--- src/rtl/alu_rs_sched_pkg.sv ---
// Shared CPU definitions for the ALU reservation station: operand/tag types,
// the UNLOCKED tag value, the entry record and the CDB tag-match helper.
package alu_rs_sched_pkg;

  typedef logic [31:0] addr_t;
  typedef logic [31:0] word_t;
  typedef logic [4:0]  regtag_t;
  typedef logic [4:0]  regaddr_t;
  typedef logic [5:0]  sinst_t;

  localparam regtag_t UNLOCKED = 5'd0;
  localparam word_t   ZERO     = 32'd0;

  typedef struct packed {
    sinst_t   op;
    addr_t    pc;
    regtag_t  tagx;
    regtag_t  tagy;
    word_t    datax;
    word_t    datay;
    regaddr_t target;
  } rs_entry_t;

  // Tag 0 means "value present", so a broadcast on tag 0 never wakes anything.
  function automatic logic tag_hit(input regtag_t tag, input logic cdb_en,
                                   input regtag_t cdb_tag);
    return cdb_en && (cdb_tag != UNLOCKED) && (tag == cdb_tag);
  endfunction

endpackage

--- src/rtl/alu_rs_select.sv ---
// Age-matrix picker: tracks allocation order of reservation entries and grants
// the oldest requesting entry (one-hot).
module alu_rs_select #(
  parameter int DEPTH = 4
) (
  input  logic             clk,
  input  logic             rst,
  input  logic             rdy,
  input  logic             clear,
  input  logic             alloc_en,
  input  logic [DEPTH-1:0] alloc_sel,
  input  logic [DEPTH-1:0] req,
  output logic [DEPTH-1:0] grant
);

  // older[i][j] set means entry i was allocated before entry j.
  logic [DEPTH-1:0] older [DEPTH];

  always_ff @(posedge clk or posedge rst) begin
    if (rst) begin
      for (int i = 0; i < DEPTH; i++) older[i] <= '0;
    end else if (rdy) begin
      if (clear) begin
        for (int i = 0; i < DEPTH; i++) older[i] <= '0;
      end else if (alloc_en) begin
        // New entry is younger than everything: clear its row, set its column.
        for (int i = 0; i < DEPTH; i++) begin
          if (alloc_sel[i]) older[i] <= '0;
          else              older[i] <= older[i] | alloc_sel;
        end
      end
    end
  end

  always_comb begin
    grant = '0;
    for (int i = 0; i < DEPTH; i++) begin
      logic blocked;
      blocked = 1'b0;
      for (int j = 0; j < DEPTH; j++) begin
        if ((j != i) && req[j] && older[j][i]) blocked = 1'b1;
      end
      grant[i] = req[i] && !blocked;
    end
  end

endmodule

--- src/rtl/alu_rs_sched.sv ---
// ALU reservation station: holds dispatched ops, snoops the CDB, issues the
// oldest ready op to the ALU. Optional counters enabled by ALU_RS_PERF_EN.
module alu_rs_sched
  import alu_rs_sched_pkg::*;
#(
  parameter int DEPTH = 4
) (
  input  logic        clk,
  input  logic        rst,
  input  logic        rdy,
  input  logic        disp_valid,
  output logic        disp_ready,
  input  sinst_t      disp_op,
  input  addr_t       disp_pc,
  input  regtag_t     disp_tagx,
  input  regtag_t     disp_tagy,
  input  word_t       disp_datax,
  input  word_t       disp_datay,
  input  regaddr_t    disp_target,
  input  logic        cdb_en,
  input  regtag_t     cdb_tag,
  input  word_t       cdb_data,
  input  logic        alu_ready,
  input  logic        flush,
  output logic        iss_valid,
  output sinst_t      iss_op,
  output addr_t       iss_pc,
  output word_t       iss_datax,
  output word_t       iss_datay,
  output regaddr_t    iss_target,
  output logic [31:0] perf_issued,
  output logic [31:0] perf_full_cycles
);

  // Dispatch handshake: a transfer happens on an edge where disp_valid and
  // disp_ready are both high (and rdy high, flush low); disp_ready never
  // depends on disp_valid.

  rs_entry_t        ent [DEPTH];
  logic [DEPTH-1:0] valid;
  logic [DEPTH-1:0] ready_vec;
  logic [DEPTH-1:0] free_vec;
  logic [DEPTH-1:0] alloc_sel;
  logic [DEPTH-1:0] grant;
  logic             do_disp;
  logic             do_issue;
  rs_entry_t        new_ent;
  rs_entry_t        sel_ent;

  always_comb begin
    for (int i = 0; i < DEPTH; i++) begin
      ready_vec[i] = valid[i] && (ent[i].tagx == UNLOCKED) && (ent[i].tagy == UNLOCKED);
    end
  end

  // Only entries free before this edge count, so an issued slot is reused next edge at the earliest.
  assign free_vec   = ~valid;
  assign disp_ready = |free_vec;
  assign alloc_sel  = free_vec & (~free_vec + DEPTH'(1));
  assign do_disp    = rdy && !flush && disp_valid && disp_ready;
  assign do_issue   = rdy && !flush && alu_ready && (|ready_vec);

  always_comb begin
    new_ent.op     = disp_op;
    new_ent.pc     = disp_pc;
    new_ent.target = disp_target;
    new_ent.tagx   = disp_tagx;
    new_ent.datax  = disp_datax;
    new_ent.tagy   = disp_tagy;
    new_ent.datay  = disp_datay;
    // Catch a result broadcast in the same cycle the consumer is dispatched.
    if (tag_hit(disp_tagx, cdb_en, cdb_tag)) begin
      new_ent.tagx  = UNLOCKED;
      new_ent.datax = cdb_data;
    end
    if (tag_hit(disp_tagy, cdb_en, cdb_tag)) begin
      new_ent.tagy  = UNLOCKED;
      new_ent.datay = cdb_data;
    end
  end

  always_comb begin
    sel_ent = '0;
    for (int i = 0; i < DEPTH; i++) begin
      if (grant[i]) sel_ent = ent[i];
    end
  end

  alu_rs_select #(.DEPTH(DEPTH)) u_select (
    .clk       (clk),
    .rst       (rst),
    .rdy       (rdy),
    .clear     (flush),
    .alloc_en  (do_disp),
    .alloc_sel (alloc_sel),
    .req       (ready_vec),
    .grant     (grant)
  );

  always_ff @(posedge clk or posedge rst) begin
    if (rst) begin
      valid <= '0;
      for (int i = 0; i < DEPTH; i++) ent[i] <= '0;
    end else if (rdy) begin
      if (flush) begin
        valid <= '0;
      end else begin
        for (int i = 0; i < DEPTH; i++) begin
          if (do_issue && grant[i]) begin
            valid[i] <= 1'b0;
          end else if (do_disp && alloc_sel[i]) begin
            valid[i] <= 1'b1;
            ent[i]   <= new_ent;
          end else if (valid[i]) begin
            if (tag_hit(ent[i].tagx, cdb_en, cdb_tag)) begin
              ent[i].tagx  <= UNLOCKED;
              ent[i].datax <= cdb_data;
            end
            if (tag_hit(ent[i].tagy, cdb_en, cdb_tag)) begin
              ent[i].tagy  <= UNLOCKED;
              ent[i].datay <= cdb_data;
            end
          end
        end
      end
    end
  end

  always_ff @(posedge clk or posedge rst) begin
    if (rst) begin
      iss_valid  <= 1'b0;
      iss_op     <= '0;
      iss_pc     <= ZERO;
      iss_datax  <= ZERO;
      iss_datay  <= ZERO;
      iss_target <= '0;
    end else if (rdy) begin
      iss_valid <= do_issue;
      if (do_issue) begin
        iss_op     <= sel_ent.op;
        iss_pc     <= sel_ent.pc;
        iss_datax  <= sel_ent.datax;
        iss_datay  <= sel_ent.datay;
        iss_target <= sel_ent.target;
      end
    end
  end

`ifdef ALU_RS_PERF_EN
  logic [31:0] issued_q;
  logic [31:0] full_q;

  always_ff @(posedge clk or posedge rst) begin
    if (rst) begin
      issued_q <= '0;
      full_q   <= '0;
    end else if (rdy) begin
      if (do_issue) issued_q <= issued_q + 32'd1;
      if (disp_valid && !disp_ready) full_q <= full_q + 32'd1;
    end
  end

  assign perf_issued      = issued_q;
  assign perf_full_cycles = full_q;
`else
  assign perf_issued      = '0;
  assign perf_full_cycles = '0;
`endif

endmodule

--- config.mk ---
export PLATFORM = sky130hd
export DESIGN_NAME = alu_rs_sched
export DESIGN_NICKNAME = d
export VERILOG_FILES = /design/src/rtl/alu_rs_sched_pkg.sv /design/src/rtl/alu_rs_select.sv /design/src/rtl/alu_rs_sched.sv
export SDC_FILE = /design/constraint.sdc
export NUM_CORES = 2
export LEC_CHECK = 0
export CORE_ASPECT_RATIO = 1.4
export CORE_UTILIZATION = 62
export CTS_BUF_LIST = sky130_fd_sc_hd__clkbuf_8
export CTS_CLUSTER_SIZE = 20
export DETAILED_ROUTE_END_ITERATION = 8
export PLACE_DENSITY = 0.88
export SLEW_MARGIN = 10
export SYNTH_ARGS = -nofsm -noshare
export SYNTH_HDL_FRONTEND = slang
export SYNTH_SLANG_ARGS = --single-unit
--- constraint.sdc ---
create_clock -name clk -period 59.8 [get_ports clk]
set_input_delay 8.97 -clock clk [delete_from_list [all_inputs] [get_ports clk]]
set_output_delay 8.97 -clock clk [all_outputs]
set_load 0.005 [all_outputs]
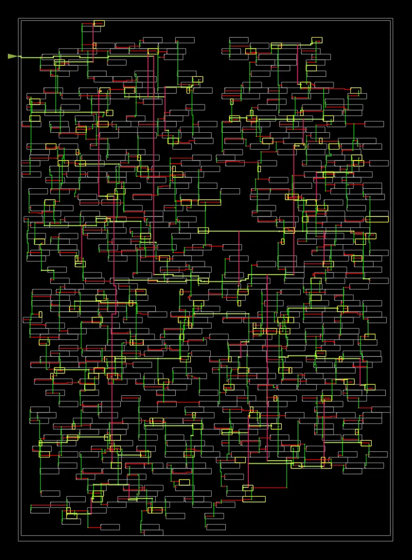
(images/clock_nets.png)
final-layout clock buffer total: 105
Worst Clk Skew: 0.0349 ns
flop count: 592

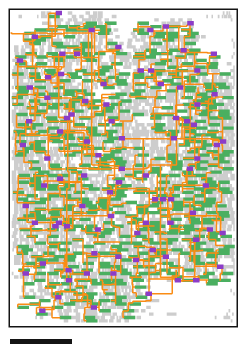
(images/clock_wires.png)
The bar under the picture is 50 um long.
legend:
  flip-flops:
    color: green
    count: 592
  clock wires:
    color: orange
    length: 7250 um
  clock-net drivers:
    color: purple
    count: 88
flops lie: all over the die
Clock power frac: 34.4%
Clk power: 0.329 mW
worst-skew pair later-pin latency: 0.70 ns

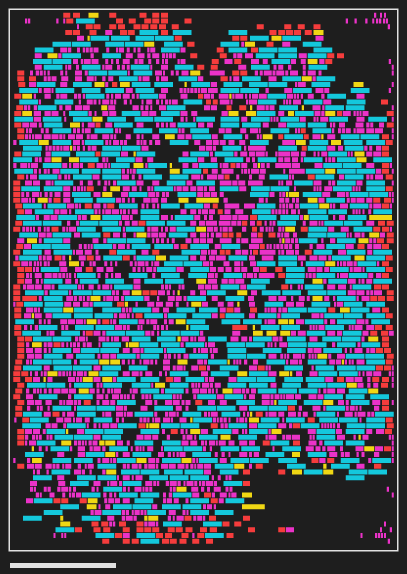
(images/class_map.png)
The bar under the picture is 50 um long.
legend:
  remaining logic cells:
    color: magenta
    cells: 1768
    share_of_their_area: 38%
  remaining buffers and delay cells:
    color: red
    cells: 300
    share_of_their_area: 9.4%
  clock drivers and dummy loads:
    color: yellow
    cells: 149
    share_of_their_area: 5.5%
  sequential cells:
    color: cyan
    cells: 592
    share_of_their_area: 47%
final core utilization: 71.4%
final instance area: 0.0320 mm^2
Core Footprint: 0.0449 mm^2
Seq/total area: 46.2%
# rows: 92

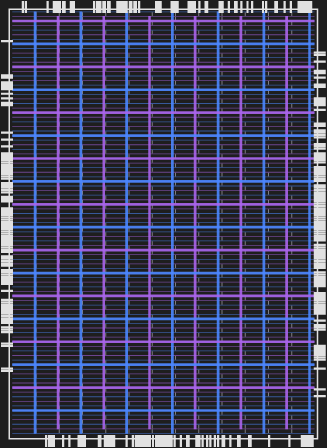
(images/floorplan.png)
Pins as bars on the die edge. Tap cells in gray.
legend:
  VSS:
    color: blue
  VDD:
    color: purple
met4 straps: 13
rows: 92
met1 rails: 93
Die Y-Extent: 254 um
maximum VDD drop: 0.0195 mV

[cells in the mapped netlist, types with 19 or more instances]
library cell | instances | area share (%)
a22o_1 | 42 | 1.3
dfrtp_1 | 592 | 53
xor2_1 | 40 | 1.2
a221oi_1 | 107 | 3.3
nor2_1 | 24 | 0.32
clkbuf_1 | 142 | 1.9
nand2_1 | 397 | 5.3
buf_6 | 19 | 0.76
buf_2 | 49 | 0.87
o21ai_1 | 233 | 4.1
mux2i_1 | 256 | 9.1
a22oi_1 | 107 | 2.9
mux2_2 | 129 | 5.2
buf_4 | 69 | 1.8
o21ai_0 | 248 | 4.4
[kinds of logic after synthesis]
logic type,share of synthesized area (%)
AND-OR/OR-AND,17.0
XOR/XNOR,1.56
buffers and inverters,6.69
flip-flops,52.7
multiplexers,14.3
other,0.0133
AND/OR/NAND/NOR,7.84
[per-layer routing]
metal,up-vias,wire (um)
met4,10,3690
met3,277,6760
li1,9477,-
met2,1194,39400
met5,-,77
met1,11006,28700
[power by group through the flow]
| stage | clock (mW) | combinational (mW) | sequential [mW] |
|---|---|---|---|
| after detailed placement | 0 | 0.125 | 0.507 |
| after floorplan | 0 | 0.0904 | 0.497 |
| after global routing | 0.349 | 0.140 | 0.509 |
| after CTS | 0.333 | 0.126 | 0.501 |
| final | 0.329 | 0.126 | 0.502 |
| after global placement | 0 | 0.117 | 0.502 |
[tightest hold or removal path, delay by kind of cell (launching register included)]
family	cells	cell delay, ns
and+or+nand+nor	1	0.04
AOI/OAI and AO/OA	1	0.06
DFF	1	0.34
[layout make-up]
cell class	count	share of cell area [%]
Sequential cell	592	46.2
Antenna cell	10	0.0781
Inverter	7	0.105
Multi-Input combinational cell	1761	36.8
Clock buffer	105	4.51
Timing Repair Buffer	300	9.21
Clock inverter	44	0.871
Tap cell	564	2.20
[metrics by stage]
| stage | cells | hold slack, ns | instance area [um^2] | total power, mW |
|---|---|---|---|---|
| detailed placement | 3224 | 0.463 | 30300 | 0.632 |
| global route | 3381 | 0.494 | 32000 | 0.998 |
| finish | 3383 | 0.477 | 32000 | 0.958 |
| CTS | 3373 | 0.478 | 32000 | 0.960 |
| floorplan | 2661 | 0.442 | 28400 | 0.587 |
| global placement | 3224 | 0.457 | 30300 | 0.619 |
[state kept, by name, summed over array words and instances (netlist names)]
register        flops
iss_pc             32
iss_target          5
ent               468
u_select.older     12
iss_datay          32
iss_datax          32
valid               4
iss_op              6
iss_valid           1
[worst paths after layout]
kind,from,to,slack [ns],cells past startpoint
max,rdy,iss_datay[15]$_DFFE_PP0P_,47.31,7
min,ent[148]$_DFFE_PP0P_,ent[148]$_DFFE_PP0P_,0.48,2
max reg2reg,ent[69]$_DFFE_PP0P_,iss_pc[19]$_DFFE_PP0P_,56.04,8
min reg2reg,ent[148]$_DFFE_PP0P_,ent[148]$_DFFE_PP0P_,0.48,2
max in group asynchronous,rst,ent[309]$_DFFE_PP0P_,48.48,4
min in group asynchronous,rst,ent[106]$_DFFE_PP0P_,8.87,2
==> out/summary.txt <==
status: finished, final reports clean
Worst Setup Start Kind: input port
Clock Path Buffers: 3
CP Cell Sequence: clkdlybuf4s50_1 -> and2b_1 -> nand2_1 -> nor4_4 -> buf_4 -> a22oi_1 -> o21ai_1
switching power: 0.263 mW
Post-synth seq share: 52.7%
die area: 0.0463 mm^2
Tmin final: 12.49 ns
GR Layer Usage met3: 7.09%
Overflow after GRT: 0
antenna-violating nets left: 0
combinational power share: 13.2%
Critical Path Sink Type: flop
OpenROAD warning count: 35
synth warn: 0
Post-CTS Setup Bufs: 0
vias in the first global route: 23032
CTS Hold Bufs: 0
grt met1 use: 39.5%
Gate Area: 0.0118 mm^2
cell count after synthesis: 2598
global-route wire length before repair: 123000 um
setup TNS: 0 ns
1st-iter DRT viols: 2044
Setup Crit Path Kind: input port to flop
Die X: 182 um
area grow syn2layout: 13.9%
Port Buffers: 269
CTS Buf Count: 88
LEAKAGE: 13.5 nW
clk sinks: 592
internal power: 0.695 mW
Registers, synthesis: 592
max_cap viols: 0
Hold Fails Final Rpt: 0
Place WS: 46.72 ns
slack of the critical path: 47.31 ns
fp util: 62.7%
Worst-path clk slew: 0.06 ns
layout cell share with drive strength beyond 1: 11.4%
Post-Syn Area: 0.0281 mm^2
Yosys chip area: 0.0281 mm^2
RePlAce Congestion: 0.864
number of synthesized flops with an enable pin: 0
switching part of the total: 27.4%
register area: 0.0148 mm^2
worst path bufs/invs: 2
Max Fclk: 0.0800 GHz
Top cell excl fill/tap: dfrtp_1
H-tree lvl count: 3
Max-slew headroom: 19.3%
CTS tree: yes
No activity file was given, so power comes from the tool's default toggle rates.
